## src/rtl/pc_gen.sv

```systemverilog
// Fetch-PC generator: registered virtual/physical PC and TLB flags, advancing by
// 0..FETCH_W slots or loading a redirect. Optional hold feature: PC_GEN_REDIRECT_HOLD_EN.

module pc_gen_lane #(
    parameter int unsigned SLOT = 0
) (
    input  logic [31:0] pc_i,
    output logic [31:0] vaddr_o
);
    assign vaddr_o = pc_i + 32'(4 * (SLOT + 1));
endmodule

module pc_gen #(
    parameter int unsigned FETCH_W     = 2,
    parameter logic [31:0] RESET_PC    = 32'hbfc0_0000,
    parameter logic [31:0] RESET_PADDR = 32'h1fc0_0000,
    parameter logic [3:0]  RESET_TLB   = 4'b0001
) (
    input  logic                       clk,
    input  logic                       rst_n,
    input  logic                       pc_en,
    input  logic                       fifo_full,
    input  logic [FETCH_W-1:0]         inst_ok,
    input  logic                       exception_taken,
    input  logic [31:0]                exception_address,
    input  logic                       branch_en,
    input  logic                       branch_taken,
    input  logic [31:0]                branch_address,
    output logic [31:0]                redir_vaddr,
    input  logic [31:0]                redir_paddr,
    input  logic [3:0]                 redir_tlb,
    output logic [FETCH_W-1:0][31:0]   seq_vaddr,
    input  logic [FETCH_W-1:0][31:0]   seq_paddr,
    input  logic [FETCH_W-1:0][3:0]    seq_tlb,
    output logic [31:0]                pc_address,
    output logic [31:0]                pc_address_psy,
    output logic [3:0]                 tlb_flags,
    output logic                       redirect_pending,
    output logic                       redirect_fire
);

    logic [31:0] pc_q, pc_d;
    logic [31:0] paddr_q, paddr_d;
    logic [3:0]  tlb_q, tlb_d;
    logic        fire_q, fire_d;

    logic        exc_new, br_new;
    logic        redir_vld;
    logic [31:0] redir_tgt;

    logic        seq_run;
    logic [31:0] sel_vaddr, sel_paddr;
    logic [3:0]  sel_tlb;

    assign exc_new = exception_taken;
    assign br_new  = branch_en && branch_taken;

    // Sequential candidates come only from the registered PC, so the ITLB
    // lookup never sees inst_ok.
    for (genvar k = 0; k < FETCH_W; k++) begin : g_lane
        pc_gen_lane #(.SLOT(k)) u_lane (
            .pc_i    (pc_q),
            .vaddr_o (seq_vaddr[k])
        );
    end

    // Pick the last slot of the leading run of accepted instructions.
    always_comb begin
        seq_run   = 1'b1;
        sel_vaddr = pc_q;
        sel_paddr = paddr_q;
        sel_tlb   = tlb_q;
        for (int k = 0; k < FETCH_W; k++) begin
            if (seq_run && inst_ok[k]) begin
                sel_vaddr = seq_vaddr[k];
                sel_paddr = seq_paddr[k];
                sel_tlb   = seq_tlb[k];
            end else begin
                seq_run = 1'b0;
            end
        end
    end

`ifdef PC_GEN_REDIRECT_HOLD_EN
    // A held exception and a held branch resolve identically (exceptions always
    // overwrite, branches never overwrite), so only target and valid are kept.
    logic        hold_vld_q, hold_vld_d;
    logic [31:0] hold_addr_q, hold_addr_d;

    always_comb begin
        redir_vld = 1'b0;
        redir_tgt = branch_address;
        if (exc_new) begin
            redir_vld = 1'b1;
            redir_tgt = exception_address;
        end else if (hold_vld_q) begin
            redir_vld = 1'b1;
            redir_tgt = hold_addr_q;
        end else if (br_new) begin
            redir_vld = 1'b1;
            redir_tgt = branch_address;
        end
    end

    always_comb begin
        hold_vld_d  = hold_vld_q;
        hold_addr_d = hold_addr_q;
        if (pc_en) begin
            if (redir_vld) hold_vld_d = 1'b0;
        end else if (exc_new) begin
            hold_vld_d  = 1'b1;
            hold_addr_d = exception_address;
        end else if (br_new && !hold_vld_q) begin
            hold_vld_d  = 1'b1;
            hold_addr_d = branch_address;
        end
    end

    always_ff @(posedge clk or negedge rst_n) begin
        if (!rst_n) begin
            hold_vld_q  <= 1'b0;
            hold_addr_q <= '0;
        end else begin
            hold_vld_q  <= hold_vld_d;
            hold_addr_q <= hold_addr_d;
        end
    end

    assign redirect_pending = hold_vld_q;
`else
    always_comb begin
        redir_vld = 1'b0;
        redir_tgt = branch_address;
        if (exc_new) begin
            redir_vld = 1'b1;
            redir_tgt = exception_address;
        end else if (br_new) begin
            redir_vld = 1'b1;
            redir_tgt = branch_address;
        end
    end

    assign redirect_pending = 1'b0;
`endif

    assign redir_vaddr = redir_tgt;

    // Redirects bypass fifo_full and inst_ok; sequential advance needs both.
    always_comb begin
        pc_d    = pc_q;
        paddr_d = paddr_q;
        tlb_d   = tlb_q;
        fire_d  = 1'b0;
        if (pc_en) begin
            if (redir_vld) begin
                pc_d    = redir_tgt;
                paddr_d = redir_paddr;
                tlb_d   = redir_tlb;
                fire_d  = 1'b1;
            end else if (!fifo_full && inst_ok[0]) begin
                pc_d    = sel_vaddr;
                paddr_d = sel_paddr;
                tlb_d   = sel_tlb;
            end
        end
    end

    always_ff @(posedge clk or negedge rst_n) begin
        if (!rst_n) begin
            pc_q    <= RESET_PC;
            paddr_q <= RESET_PADDR;
            tlb_q   <= RESET_TLB;
            fire_q  <= 1'b0;
        end else begin
            pc_q    <= pc_d;
            paddr_q <= paddr_d;
            tlb_q   <= tlb_d;
            fire_q  <= fire_d;
        end
    end

    assign pc_address     = pc_q;
    assign pc_address_psy = paddr_q;
    assign tlb_flags      = tlb_q;
    assign redirect_fire  = fire_q;

endmodule

```

## config.mk

```make
export PLATFORM = sky130hd
export DESIGN_NAME = pc_gen
export DESIGN_NICKNAME = d
export VERILOG_FILES = /design/src/rtl/pc_gen.sv
export SDC_FILE = /design/constraint.sdc
export NUM_CORES = 1
export LEC_CHECK = 0
export CAP_MARGIN = 10
export CORE_AREA = 2 2 136 138
export CTS_BUF_LIST = sky130_fd_sc_hd__clkbuf_2 sky130_fd_sc_hd__clkbuf_4 sky130_fd_sc_hd__clkbuf_8
export DETAILED_ROUTE_END_ITERATION = 12
export DIE_AREA = 0 0 138 140
export DONT_BUFFER_PORTS = 1
export PLACE_DENSITY_LB_ADDON = 0.3
export SLEW_MARGIN = 20
export SYNTH_ARGS = -nofsm -noshare
export SYNTH_HDL_FRONTEND = slang
export SYNTH_SLANG_ARGS = --single-unit
```

## constraint.sdc

```tcl
create_clock -name clk -period 2.3 [get_ports clk]
set_input_delay 0.46 -clock clk [delete_from_list [all_inputs] [get_ports clk]]
set_output_delay 0.46 -clock clk [all_outputs]
set_load 0.02 [all_outputs]
```

==> run summary <==
met1 Track Usage GR -> 28.0%
Final Hold Slack -> 167 ps
violations in the final reports -> negative setup slack
Skew-Pair Late Insertion Delay -> 380 ps
pre-placement core utilization -> 31.1%
Crit Path Class -> register to primary output
launching point of the worst reg2reg path -> pc_address[12]
largest delay contributor family on the critical path -> simple AND/OR/NAND/NOR gates
placed cell count -> 1009
power of the clock network -> 1.07 mW
crit path capture -> seq_vaddr[58]
Post-synth EDFFs -> 0
fraction of the cycle the final worst path needs -> 120%
power after layout -> 5.52 mW
maximum number of pins on one net before global-route repair -> 70
power density relative to cell area -> 708 mW/mm2
routed length on met2 -> 11.4 mm
longest individual stage delay on the worst path -> 540 ps
Syn. warnings -> 0
Final min period -> 2760 ps
Net Count, Synth -> 926
aoi/oai-family share of the synthesized area -> 21.9%
Hold Vio Cnt, Final -> 0
CP Launch Point -> pc_address[22]
synth cell count leaders -> nand2_1 (114), a21oi_1 (109), nand3_1 (56)
post-synthesis cell count from yosys -> 743
peak clock frequency supported by timing -> 362 MHz
floorplan row count -> 49
Final Worst Setup Slack -> -462 ps
level count of the clock H-tree -> 3
fraction of area in non-clock buffers -> 17.7%
number of vias per cell -> 5.64
Bufs on Longest Clock Path -> 2
status -> finished, violations left
antenna fix cells -> 0
cell taking the most area after synthesis -> dfrtp_1
Worst Setup Start Kind -> register
Buffers on Ports -> 0
metal1 wirelength -> 9.17 mm
Design Area, Final -> 0.00779 mm2
met3 GRT Util -> 6.32%
final number of setup-violating endpoints -> 40
synthesized-area fraction occupied by adder cells -> 0.452%
largest contributor to cell area by class -> logic gates
standby leakage power -> 3.23 nW
data required time at the worst endpoint -> 1840 ps
**Routed metal, one color a layer**

Only two layers are drawn.
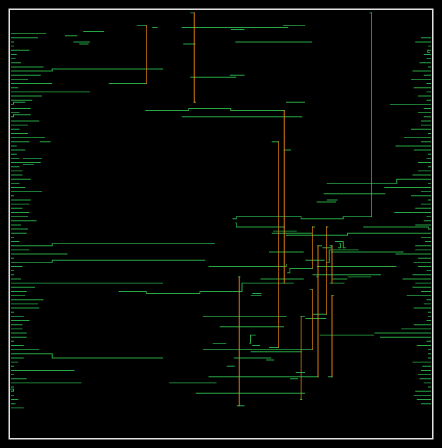
metal 3 -> green  # wire length 2060 um
metal 4 -> orange  # wire length 452 um
number of vias in the routed layout: 5996
global routing usage summed across all routing layers: 22.8%
sum of routed wire length over all layers: 23.1 mm

**Sequential cells grouped by signal name**

The bar under the picture is 50 um long. Other sequential cells in the stronger gray, the rest of the logic in the fainter gray.
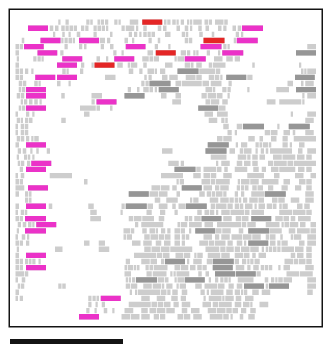
`tlb_flags` -> red  # placed flops 4, where top center
`pc_address_psy` -> magenta  # placed flops 32
not colored = 33
flip-flop and latch share of the layout cell area: 22.5%
utilization after layout: 43.8%
sequential cell power: 1.78 mW
Register Area: 0.00175 mm2

**Gate-type map**

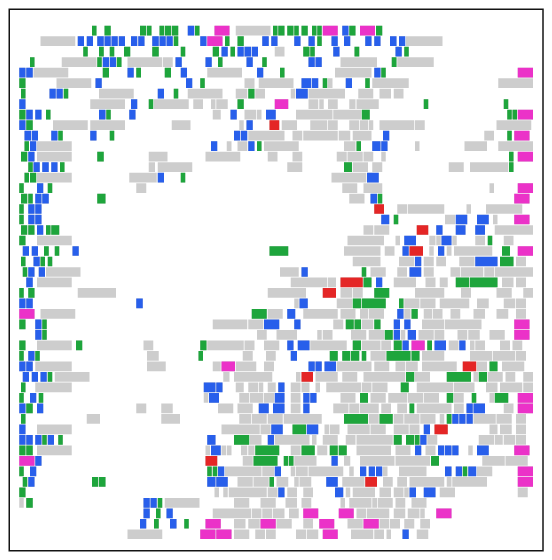
multiplexers -> magenta  # cells 34, most used mux2_2
AND-OR and OR-AND gates -> red  # cells 11, most used a41o_1
NAND gates -> green  # cells 187, most used nand2_1, where all over the die
inverting AOI/OAI gates -> blue  # cells 201, most used a21oi_1, where all over the die
most common cell after layout, fill and taps aside: buf_4
final std cells w/o fill: 1063
Comb/total area: 53.0%

**The metal 4 layer**

The bar under the picture is 50 um long.
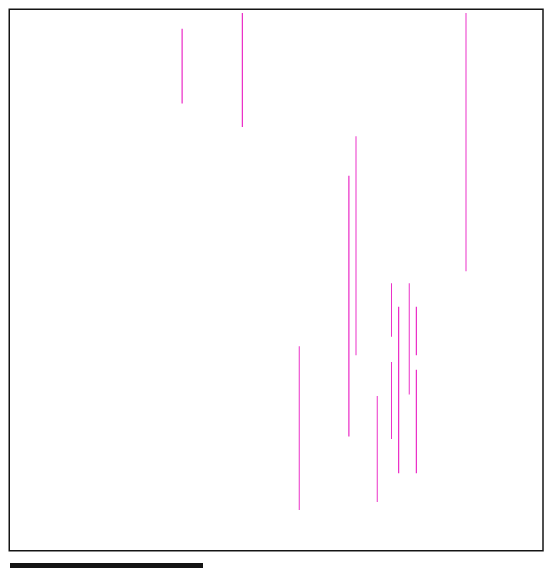
wire length on this layer = 452 um
longest straight run = 67.3 um
nets with wire on the layer = 13
main direction = vertical
share of all routed wire = 2.0%

**Congestion heat map**

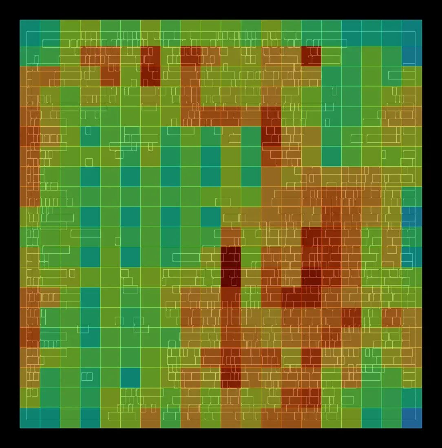
layer carrying the most global-route usage: met2
detail-routed net length per standard cell: 21.7 um

Power and IR drop assume default switching activity.
